<file path="config.mk">
export PLATFORM = sky130hd
export DESIGN_NAME = pipeline_sequencer
export DESIGN_NICKNAME = d
export VERILOG_FILES = /design/src/rtl/pipeline_sequencer.sv
export SDC_FILE = /design/constraint.sdc
export NUM_CORES = 1
export LEC_CHECK = 0
export ABC_AREA = 1
export CAP_MARGIN = 20
export CORE_AREA = 2 2 39 41
export DETAILED_ROUTE_END_ITERATION = 8
export DIE_AREA = 0 0 41 43
export PLACE_DENSITY_LB_ADDON = 0.2
export SLEW_MARGIN = 25
export SYNTH_ARGS = -nofsm -noshare
export SYNTH_HDL_FRONTEND = slang
export SYNTH_SLANG_ARGS = --single-unit
</file>
<file path="constraint.sdc">
create_clock -name clk -period 1.3 [get_ports clk]
set_input_delay 0.195 -clock clk [delete_from_list [all_inputs] [get_ports clk]]
set_output_delay 0.195 -clock clk [all_outputs]
set_load 0.05 [all_outputs]
</file>
<file path="src/rtl/pipeline_sequencer.sv">
// pipeline_sequencer: central stall/flush/enable controller for a 5-stage
// in-order pipeline. A registered state (RUN, BUBBLE, MEM_WAIT, HALTED) plus
// the current hazard inputs produce all stage-register enables, bubble
// injections and the PC mux select in the same cycle.
// Optional build macro PIPE_PERF_CNT_EN adds saturating performance counters
// (stall_cycles, flush_count, mem_wait_cycles) of width CNT_WIDTH.
`timescale 1ns/1ps
module pipeline_sequencer #(
    parameter int CNT_WIDTH = 32
) (
    input  logic clk,
    input  logic rst,
    input  logic EX_stall,
    input  logic EX_branch_taken,
    input  logic MEM_busy,
    input  logic halt_req,
    output logic PC_write,
    output logic IF_ID_write,
    output logic ID_EX_write,
    output logic EX_MEM_write,
    output logic MEM_WB_write,
    output logic IF_ID_flush,
    output logic ID_EX_flush,
    output logic EX_MEM_flush,
    output logic MEM_WB_flush,
    output logic PC_sel,
    output logic halted,
    output logic stall_error
`ifdef PIPE_PERF_CNT_EN
    ,
    output logic [CNT_WIDTH-1:0] stall_cycles,
    output logic [CNT_WIDTH-1:0] flush_count,
    output logic [CNT_WIDTH-1:0] mem_wait_cycles
`endif
);

    typedef enum logic [1:0] {
        RUN      = 2'd0,
        BUBBLE   = 2'd1,
        MEM_WAIT = 2'd2,
        HALTED   = 2'd3
    } state_t;

    state_t state_reg;
    state_t state_next;
    logic   stall_error_reg;
    logic   stall_error_set;

    // State register: reset always lands in RUN, wherever the pipeline was.
    always_ff @(posedge clk) begin
        if (rst) begin
            state_reg <= RUN;
        end else begin
            state_reg <= state_next;
        end
    end

    // Next state and all control outputs, resolved in priority order:
    // reset, halted, halt request, memory busy, load-use stall, branch, normal.
    always_comb begin
        state_next      = state_reg;
        PC_write        = 1'b1;
        IF_ID_write     = 1'b1;
        ID_EX_write     = 1'b1;
        EX_MEM_write    = 1'b1;
        MEM_WB_write    = 1'b1;
        IF_ID_flush     = 1'b0;
        ID_EX_flush     = 1'b0;
        EX_MEM_flush    = 1'b0;
        MEM_WB_flush    = 1'b0;
        PC_sel          = 1'b0;
        halted          = 1'b0;
        stall_error_set = 1'b0;

        if (rst) begin
            // Hold every stage and load bubbles everywhere while in reset.
            PC_write     = 1'b0;
            IF_ID_write  = 1'b0;
            ID_EX_write  = 1'b0;
            EX_MEM_write = 1'b0;
            MEM_WB_write = 1'b0;
            IF_ID_flush  = 1'b1;
            ID_EX_flush  = 1'b1;
            EX_MEM_flush = 1'b1;
            MEM_WB_flush = 1'b1;
            state_next   = RUN;
        end else if (state_reg == HALTED) begin
            // Frozen until reset; every hazard input is ignored.
            PC_write     = 1'b0;
            IF_ID_write  = 1'b0;
            ID_EX_write  = 1'b0;
            EX_MEM_write = 1'b0;
            MEM_WB_write = 1'b0;
            halted       = 1'b1;
        end else if (halt_req) begin
            // Halt has reached WB: stop everything now, nothing younger retires.
            PC_write     = 1'b0;
            IF_ID_write  = 1'b0;
            ID_EX_write  = 1'b0;
            EX_MEM_write = 1'b0;
            MEM_WB_write = 1'b0;
            state_next   = HALTED;
        end else if (MEM_busy) begin
            // Freeze IF..MEM (a pending branch stays in EX); WB takes a bubble
            // so the instruction already written back is not retired twice.
            PC_write     = 1'b0;
            IF_ID_write  = 1'b0;
            ID_EX_write  = 1'b0;
            EX_MEM_write = 1'b0;
            MEM_WB_flush = 1'b1;
            state_next   = MEM_WAIT;
        end else if (EX_stall && (state_reg != BUBBLE)) begin
            // Load-use: hold the front end, push a bubble into MEM. Any branch
            // seen this cycle is re-presented once the stall clears.
            PC_write     = 1'b0;
            IF_ID_write  = 1'b0;
            ID_EX_write  = 1'b0;
            EX_MEM_flush = 1'b1;
            state_next   = BUBBLE;
        end else begin
            // A stall right after a bubble means the hazard checker is broken:
            // flag it and keep the pipeline moving.
            if (EX_stall) begin
                stall_error_set = 1'b1;
            end
            if (EX_branch_taken) begin
                PC_sel      = 1'b1;
                IF_ID_flush = 1'b1;
                ID_EX_flush = 1'b1;
            end
            state_next = RUN;
        end
    end

    // Sticky hazard-checker error flag, cleared only by reset.
    always_ff @(posedge clk) begin
        if (rst) begin
            stall_error_reg <= 1'b0;
        end else if (stall_error_set) begin
            stall_error_reg <= 1'b1;
        end
    end

    assign stall_error = stall_error_reg;

`ifdef PIPE_PERF_CNT_EN
    // Counter events are decoded from the outputs: EX_MEM_flush outside reset
    // only occurs on a load-use stall, MEM_WB_flush outside reset only on a
    // memory wait, and PC_sel only on a taken branch. None fire in HALTED.
    logic [2:0]           cnt_inc;
    logic [CNT_WIDTH-1:0] cnt_reg [3];

    assign cnt_inc[0] = EX_MEM_flush & ~rst;
    assign cnt_inc[1] = PC_sel;
    assign cnt_inc[2] = MEM_WB_flush & ~rst;

    genvar gi;
    generate
        for (gi = 0; gi < 3; gi++) begin : g_cnt
            // Saturating event counter.
            always_ff @(posedge clk) begin
                if (rst) begin
                    cnt_reg[gi] <= '0;
                end else if (cnt_inc[gi] && (cnt_reg[gi] != {CNT_WIDTH{1'b1}})) begin
                    cnt_reg[gi] <= cnt_reg[gi] + {{(CNT_WIDTH-1){1'b0}}, 1'b1};
                end
            end
        end
    endgenerate

    assign stall_cycles    = cnt_reg[0];
    assign flush_count     = cnt_reg[1];
    assign mem_wait_cycles = cnt_reg[2];
`else
    // Counter width only matters when the counters are built.
    generate
        if (CNT_WIDTH < 1) begin : g_bad_cnt_width
        end
    endgenerate
`endif

endmodule
</file>
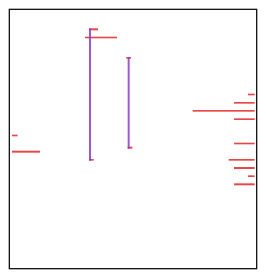
Figure 1: wiring by layer.
Scale: 6 px per um. Two of the layers only.
metal 4: marked purple, wire length 36.7 um. metal 3: marked red, wire length 43.2 um.

==> datasheet_impl.txt <==
Characteristics after synthesis and place and route

Parameter                              Value

Synthesis
  Fraction of registers with async set or reset after synthesis    0%
  Number of different library cells in the post-synthesis netlist    14
  Synth Flop Type    sky130_fd_sc_hd__dfxtp_1
  Fraction of the yosys area taken by sequential cells    around a quarter
  Synth Cell Area    approximately 230 um2

Timing
  Post-route worst setup slack    -0.130 ns
  Total of endpoints with negative setup slack in the final report    8

Power
  Switch share    a little over a third

Worst hold path
  Min-Delay Startpoint    MEM_busy

Detailed routing
  Avg Vias per Cell    about 4
  Violation count after the first detailed-routing iteration    1

Global routing
  Met3 GRT Util    3.66%
  Number of global-route vias before repair    328

Die
  Die outline height    43 um
  Standard-cell row count    14

Status
  Status    complete, but fails checks
  Violated checks    negative setup slack

Setup path
  Cell family contributing the most delay on the critical path    simple AND/OR/NAND/NOR gates

Final layout
  Net count reported at finish    72

Clocking
  H-tree lvl count    1
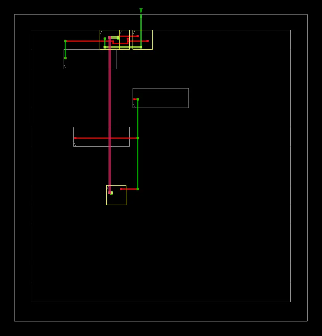
Figure 2: clock routing.
clock tree buffer count of the final layout: 4
num sequential: 3
total CTS buffers: 3
clock network power: 0.169 mW

## kinds of logic (layout without fill, tap and decap cells)
family	after synthesis	after routing	synth area share, %
AND-OR/OR-AND	4	4	10.3
AND/OR/NAND/NOR	18	18	40.8
buffers and inverters	11	40	22.8
flip-flops	3	3	26.1
## power groups by stage
stage                     sequential, mW  combinational, mW  clock (mW)
after floorplan                    0.105              0.107           0
after global placement             0.104              0.221           0
after detailed placement           0.104              0.221           0
after CTS                          0.105              0.239       0.175
after global routing               0.107              0.258       0.181
final                              0.107              0.244       0.169
## metrics by stage
stage,hold WS [ns],util (%),std cells
after floorplan,0.260,-,36
after CTS,0.411,48.6,81
after global routing,0.488,50.0,81
after global placement,0.474,42.8,73
final,0.408,50.0,81
after detailed placement,0.479,42.8,73
Power is estimated from default activity; no workload was simulated.
